## src/rtl/dac_spi_tx.sv

```systemverilog
// dac_spi_tx: buffers 12-bit audio samples and serialises each one as a
// 32-bit write-and-update command to an LTC2624 quad DAC. SPI phases are
// paced by the shared clockenable tick, so SCK runs at half the tick rate.
module dac_spi_tx #(
   parameter logic [3:0]  CHANNEL     = 4'b0000,
   parameter int unsigned TWOS_TO_BIN = 1
) (
   input  logic        clock,
   input  logic        reset,
   input  logic        clockenable,
   input  logic [0:11] datos,
   input  logic        ready,
   output logic        mosi,
   output logic        sck,
   output logic        dac_cs,
   output logic        dac_clr,
   output logic        busy,
   output logic        done,
   output logic        overrun
);

   localparam int unsigned DATA_W  = 12;
   localparam int unsigned FRAME_W = 32;
   localparam int unsigned CNT_W   = 5;

   typedef enum logic [1:0] {
      S_IDLE,
      S_SETUP,
      S_HIGH,
      S_FINISH
   } state_t;

   state_t              state_q, state_d;
   logic [DATA_W-1:0]   pend_q, pend_d;
   logic                pend_valid_q, pend_valid_d;
   logic [FRAME_W-1:0]  shreg_q, shreg_d;
   logic [CNT_W-1:0]    bitcnt_q, bitcnt_d;
   logic                mosi_q, mosi_d;
   logic                sck_q, sck_d;
   logic                cs_q, cs_d;
   logic                clr_q, clr_d;
   logic                busy_q, busy_d;
   logic                done_q, done_d;
   logic                overrun_q, overrun_d;

   logic [DATA_W-1:0]   sample_c;
   logic [FRAME_W-1:0]  frame_c;
   logic                consume_c;

   // Incoming sample, optionally converted from two's complement to offset binary
   always_comb begin
      sample_c = datos;
      if (TWOS_TO_BIN != 0) begin
         sample_c[DATA_W-1] = ~datos[0];
      end
   end

   // Command word: don't-care byte, write-and-update opcode, address, data, pad
   assign frame_c = {8'h00, 4'b0011, CHANNEL, pend_q, 4'h0};

   // Next-state logic: serial FSM advances on ticks, capture runs every clock
   always_comb begin
      state_d      = state_q;
      pend_d       = pend_q;
      pend_valid_d = pend_valid_q;
      shreg_d      = shreg_q;
      bitcnt_d     = bitcnt_q;
      mosi_d       = mosi_q;
      sck_d        = sck_q;
      cs_d         = cs_q;
      clr_d        = 1'b1;
      busy_d       = busy_q;
      done_d       = 1'b0;
      overrun_d    = 1'b0;
      consume_c    = (state_q == S_IDLE) && clockenable && pend_valid_q;

      if (clockenable) begin
         case (state_q)
            S_IDLE: begin
               sck_d = 1'b0;
               cs_d  = 1'b1;
               if (pend_valid_q) begin
                  shreg_d  = frame_c;
                  mosi_d   = frame_c[FRAME_W-1];
                  cs_d     = 1'b0;
                  busy_d   = 1'b1;
                  bitcnt_d = '0;
                  state_d  = S_SETUP;
               end
            end
            S_SETUP: begin
               sck_d   = 1'b1;
               mosi_d  = shreg_q[FRAME_W-1];
               state_d = S_HIGH;
            end
            S_HIGH: begin
               // Falling SCK edge: present the next bit while the clock is low
               sck_d    = 1'b0;
               shreg_d  = shreg_q << 1;
               mosi_d   = shreg_q[FRAME_W-2];
               bitcnt_d = bitcnt_q + CNT_W'(1);
               if (bitcnt_q == CNT_W'(FRAME_W - 1)) begin
                  state_d = S_FINISH;
               end else begin
                  state_d = S_SETUP;
               end
            end
            S_FINISH: begin
               cs_d    = 1'b1;
               busy_d  = 1'b0;
               done_d  = 1'b1;
               mosi_d  = 1'b0;
               sck_d   = 1'b0;
               state_d = S_IDLE;
            end
            default: begin
               state_d = S_IDLE;
            end
         endcase
      end

      // Holding buffer: a new sample always wins; overrun only if a live entry is lost
      if (consume_c) begin
         pend_valid_d = 1'b0;
      end
      if (ready) begin
         pend_d       = sample_c;
         pend_valid_d = 1'b1;
         overrun_d    = pend_valid_q && !consume_c;
      end
   end

   // State and output registers with synchronous reset
   always_ff @(posedge clock) begin
      if (reset) begin
         state_q      <= S_IDLE;
         pend_q       <= '0;
         pend_valid_q <= 1'b0;
         shreg_q      <= '0;
         bitcnt_q     <= '0;
         mosi_q       <= 1'b0;
         sck_q        <= 1'b0;
         cs_q         <= 1'b1;
         clr_q        <= 1'b0;
         busy_q       <= 1'b0;
         done_q       <= 1'b0;
         overrun_q    <= 1'b0;
      end else begin
         state_q      <= state_d;
         pend_q       <= pend_d;
         pend_valid_q <= pend_valid_d;
         shreg_q      <= shreg_d;
         bitcnt_q     <= bitcnt_d;
         mosi_q       <= mosi_d;
         sck_q        <= sck_d;
         cs_q         <= cs_d;
         clr_q        <= clr_d;
         busy_q       <= busy_d;
         done_q       <= done_d;
         overrun_q    <= overrun_d;
      end
   end

   assign mosi    = mosi_q;
   assign sck     = sck_q;
   assign dac_cs  = cs_q;
   assign dac_clr = clr_q;
   assign busy    = busy_q;
   assign done    = done_q;
   assign overrun = overrun_q;

endmodule

```

## config.mk

```make
export PLATFORM = sky130hd
export DESIGN_NAME = dac_spi_tx
export DESIGN_NICKNAME = d
export VERILOG_FILES = /design/src/rtl/dac_spi_tx.sv
export SDC_FILE = /design/constraint.sdc
export NUM_CORES = 1
export LEC_CHECK = 0
export CORE_ASPECT_RATIO = 0.8
export CORE_MARGIN = 4
export CORE_UTILIZATION = 50
export DETAILED_ROUTE_END_ITERATION = 16
export GPL_TIMING_DRIVEN = 0
export PLACE_DENSITY = 0.83
export SYNTH_ARGS = -nofsm -noshare
export SYNTH_HDL_FRONTEND = slang
export SYNTH_SLANG_ARGS = --single-unit
export TNS_END_PERCENT = 20
```

## constraint.sdc

```tcl
create_clock -name clock -period 1.5 [get_ports clock]
set_input_delay 0.3 -clock clock [delete_from_list [all_inputs] [get_ports clock]]
set_output_delay 0.3 -clock clock [all_outputs]
set_load 0.01 [all_outputs]
```

==> flow_metrics.env, run 1 <==
# physical design summary
export IMPL_worst_r2r_cell_count=6
export IMPL_ys_chip_area_um2=2250
export IMPL_cts_hold_buf=0
export IMPL_areaGrowthSynthToFinish_pct=28.1
export IMPL_number_of_global_route_vias_before_repair=1756
export IMPL_placed_area_um2=2520
export IMPL_worst_hold_path_num_cells=2
export IMPL_fin_tns_setup_ns=-0.0773
export IMPL_root_buffer_cell="sky130_fd_sc_hd__clkbuf_8"
export IMPL_gpl_final_weighted_congestion=0.800
export IMPL_critical_path_cell_count=6
export IMPL_design_core_area_um2=4260
export IMPL_postSynth_asyncResetShare_pct=0
export IMPL_postSynthCellCount=227
export IMPL_log_warning_count=32
export IMPL_clk_cell_area_share_pct=2.95
export IMPL_maxCapViolations=0
export IMPL_drc=0
export IMPL_critical_path_required_ns=1.71
export IMPL_timing_final_crit_share_pct=103
export IMPL_grt_overflow_total=0
export IMPL_drt_iter0_drc=203
export IMPL_cts_repair_timing_setup_buffer_count=10
export IMPL_clockPowerShare_pct=29.0
export IMPL_grt_setup_unrepaired="true"
export IMPL_layout_filler_cells=324
export IMPL_top_cell_area_share_pct=48.8
export IMPL_worst_hold_slack_ns=0.340
export IMPL_xor_area_share_pct=0
export IMPL_average_via_count_per_standard_cell=5.73
export IMPL_std_cell_rows=21
export IMPL_timing_final_setup_violations=4
export IMPL_grt_start_max_net_pins=17
export IMPL_numSynthFlops=55
export IMPL_seq_power_share_pct=56.5
export IMPL_relSlewSlack_pct=61.3
export IMPL_failed_checks="setup timing"
export IMPL_wl_met2_mm=2.59
export IMPL_dp_final_hpwl_mm=3.35
export IMPL_use_met3_pct=5.78
export IMPL_worst_setup_path_end_kind="flip-flop"
export IMPL_worst_setup_startpoint="state_q[1]"
export IMPL_nClkBuffers=6
export IMPL_worstHoldStart="reset"
export IMPL_drt_met1_wl_mm=2.51
export IMPL_timing_critical_path_cells="inv_4 > ha_4 > mux2i_4 > nor2_4 > buf_2 > o32ai_2"
export IMPL_pre_cts_slack_ns=-0.111
export IMPL_n_multi_input_combinational_cell=142
export IMPL_synthFlopType="sky130_fd_sc_hd__dfxtp_1"
export IMPL_ratio_of_cells_with_drive_above_1_in_the_final_layout_pct=25.9
export IMPL_layout_cell_area_non_filler_um2=2890
export IMPL_routed_top_layer="met4"
export IMPL_cellPowerDensity_nw_per_um2=952
export IMPL_antenna_cells_inserted=0
export IMPL_worstReg2RegStart="state_q[1]"
export IMPL_largest_area_contributor_in_the_synthesized_netlist="sky130_fd_sc_hd__dfxtp_1"
export IMPL_tritoncts_clock_tree="built"
export IMPL_synth_yosys_warnings=0
export IMPL_buffers_excl_clock=48
export IMPL_reg_largest_list="shreg_q x28, pend_q x12, bitcnt_q x5"
export IMPL_finalClockSkew_ns=0.00923
export IMPL_layout_setup_ws_ns=-0.0431
export IMPL_comb_power_mw=0.399
export IMPL_synth_compound_area_share_pct=18.0
export IMPL_yosys_cell_types_count=37
export IMPL_place_inst=303
export IMPL_timing_critical_path_to="bitcnt_q[1]"
export IMPL_comb_cell_share_pct=41.2
export IMPL_reg2reg_slack_ns=-0.04
export IMPL_worstSetupPathType="reg -> reg"
export IMPL_final_cells=320
export IMPL_worst_endpoint_arrival_ns=1.76
export IMPL_common_cells="sky130_fd_sc_hd__dfxtp_1 (55), sky130_fd_sc_hd__mux2i_1 (22), sky130_fd_sc_hd__nand2_1 (21)"
export IMPL_clock_tree_htree_level_count=2
export IMPL_cts_buffer_depth=2
export IMPL_finalHoldViolCount=0
export IMPL_register_ranked_first_by_flip_flop_count="shreg_q"
export IMPL_vdd_ir_drop_max_uv=624
export IMPL_power_frac_comb_pct=14.5
export IMPL_run_status="finished, violations left"
export IMPL_fp_nets=250
export IMPL_avgSynthCellArea_um2=9.93
export IMPL_ys_seq_share_pct=48.8
export IMPL_yosysMostFrequentCell="sky130_fd_sc_hd__dfxtp_1"
export IMPL_most_common_layout_cells="sky130_fd_sc_hd__dfxtp_1 (53), sky130_fd_sc_hd__mux2i_1 (22), sky130_fd_sc_hd__nand2_1 (21)"
export IMPL_chip_area_um2=5650
export IMPL_mux_area_share_pct=11.8
export IMPL_cell_total_in_the_yosys_stat_output=227
export IMPL_worstReg2RegEnd="bitcnt_q[1]"
export IMPL_boundaryPins=23
Figure 1. Signal wires by layer (run 1).
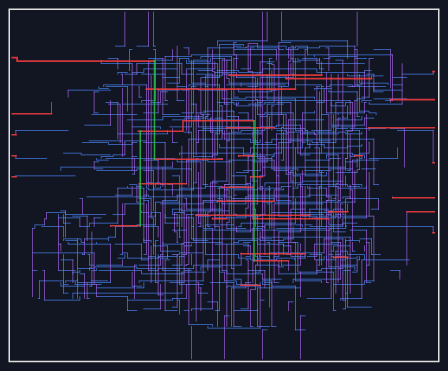
layer	colour	wire length
met4	green	64.6 um
met1	blue	2510 um
met3	red	290 um
met2	purple	2590 um
All-Layer GR Usage: 19.8%
vias post-DR: 1835
Post-Route WL: 5.45 mm
WL per Instance: 17.0 um

Figure 2. Where the registers sit (run 1).
Other sequential cells in the stronger grey, the rest of the logic in the fainter grey.
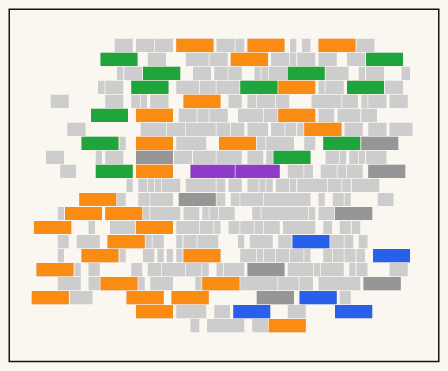
name in the netlist	colour	sequential cells
state_q	purple	2
bitcnt_q	blue	5
shreg_q	orange	28
pend_q	green	12
Core Util, Final: 67.8%
P_seq: 1.55 mW
sequential portion of the cell area: 38.4%
register area: 1110 um^2

Figure 3. I/O pins on the die edge (run 1).
Pins as bars across the die edge, other pins in grey.
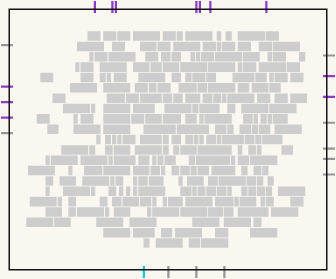
port	colour	pins	direction	edge
reset	cyan	1	input	bottom
datos	purple	12	input	7 top, 3 left, 2 right
width of the die: 83.1 um
y dimension of the die: 68.1 um
quantity of I/O buffers inserted on ports: 19

## Run 2: what changed since run 1
- ABC_CLOCK_PERIOD_IN_PS: not set -> 1500
Figure 4. Signal wires by layer (run 2).
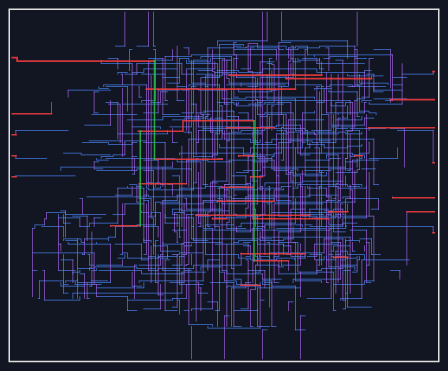
layer	colour	wire length
met1	blue	2510 um
met2	purple	2590 um
met3	red	290 um
met4	green	64.6 um

==> run 2 against run 1 <==
  * The run still ends with setup timing left
  * Clock-buffer cell count unchanged
  * Combinational power about the same
  * Critical path depth unchanged
  * Design area unchanged
  * Wire length is the same
  * First-iteration DRC count unchanged
  * Core utilization stayed put
  * Global-route usage did not move
  * Register-to-register slack hardly changed
  * Critical endpoint unchanged
==> flow_metrics.env, run 2 <==
# physical design summary
export IMPL_grt_setup_unrepaired="true"
export IMPL_timing_final_crit_share_pct=103
export IMPL_cellPowerDensity_nw_per_um2=952
export IMPL_worstHoldStart="reset"
export IMPL_numSynthFlops=55
export IMPL_root_buffer_cell="sky130_fd_sc_hd__clkbuf_8"
export IMPL_worst_setup_path_end_kind="flip-flop"
export IMPL_die_width_um=83.1
export IMPL_most_common_layout_cells="sky130_fd_sc_hd__dfxtp_1 (53), sky130_fd_sc_hd__mux2i_1 (22), sky130_fd_sc_hd__nand2_1 (21)"
export IMPL_avgRoutedWirePerCell_um=17.0
export IMPL_cell_total_in_the_yosys_stat_output=227
export IMPL_std_cell_rows=21
export IMPL_ys_seq_share_pct=48.8
export IMPL_grt_util_all_layers_pct=19.8
export IMPL_top_cell_area_share_pct=48.8
export IMPL_timing_final_setup_violations=4
export IMPL_critical_path_cell_count=6
export IMPL_final_cells=320
export IMPL_layout_filler_cells=324
export IMPL_use_met3_pct=5.78
export IMPL_worst_setup_startpoint="state_q[1]"
export IMPL_die_y_um=68.1
export IMPL_seq_power_mw=1.55
export IMPL_run_status="finished, violations left"
export IMPL_synth_compound_area_share_pct=18.0
export IMPL_postSynth_asyncResetShare_pct=0
export IMPL_dp_final_hpwl_mm=3.35
export IMPL_worstReg2RegStart="state_q[1]"
export IMPL_timing_critical_path_to="bitcnt_q[1]"
export IMPL_avgSynthCellArea_um2=9.93
export IMPL_comb_power_mw=0.399
export IMPL_grt_overflow_total=0
export IMPL_worst_hold_slack_ns=0.340
export IMPL_register_ranked_first_by_flip_flop_count="shreg_q"
export IMPL_synth_yosys_warnings=0
export IMPL_tritoncts_clock_tree="built"
export IMPL_n_multi_input_combinational_cell=142
export IMPL_route_final_wire_length_mm=5.45
export IMPL_layout_setup_ws_ns=-0.0431
export IMPL_clockPowerShare_pct=29.0
export IMPL_yosysMostFrequentCell="sky130_fd_sc_hd__dfxtp_1"
export IMPL_place_inst=303
export IMPL_worst_hold_path_num_cells=2
export IMPL_critical_path_required_ns=1.71
export IMPL_vdd_ir_drop_max_uv=624
export IMPL_failed_checks="setup timing"
export IMPL_wl_met2_mm=2.59
export IMPL_largest_area_contributor_in_the_synthesized_netlist="sky130_fd_sc_hd__dfxtp_1"
export IMPL_buffers_excl_clock=48
export IMPL_seq_power_share_pct=56.5
export IMPL_worstReg2RegEnd="bitcnt_q[1]"
export IMPL_ys_chip_area_um2=2250
export IMPL_relSlewSlack_pct=61.3
export IMPL_postSynthCellCount=227
export IMPL_number_of_global_route_vias_before_repair=1756
export IMPL_xor_area_share_pct=0
export IMPL_clk_cell_area_share_pct=2.95
export IMPL_fp_nets=250
export IMPL_grt_start_max_net_pins=17
export IMPL_drc=0
Figure 5. Clock wiring as the flow saved it (run 2).
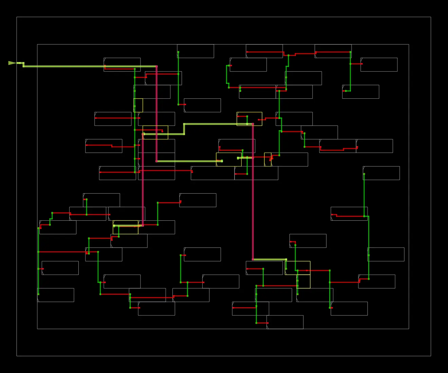
worst clock skew: 0.00923 ns
number of sinks driven by the clock tree: 55
TritonCTS buffer count: 5
FFs & Latches: 55

Power figures rest on the tool's default switching activity, not on a simulated workload.
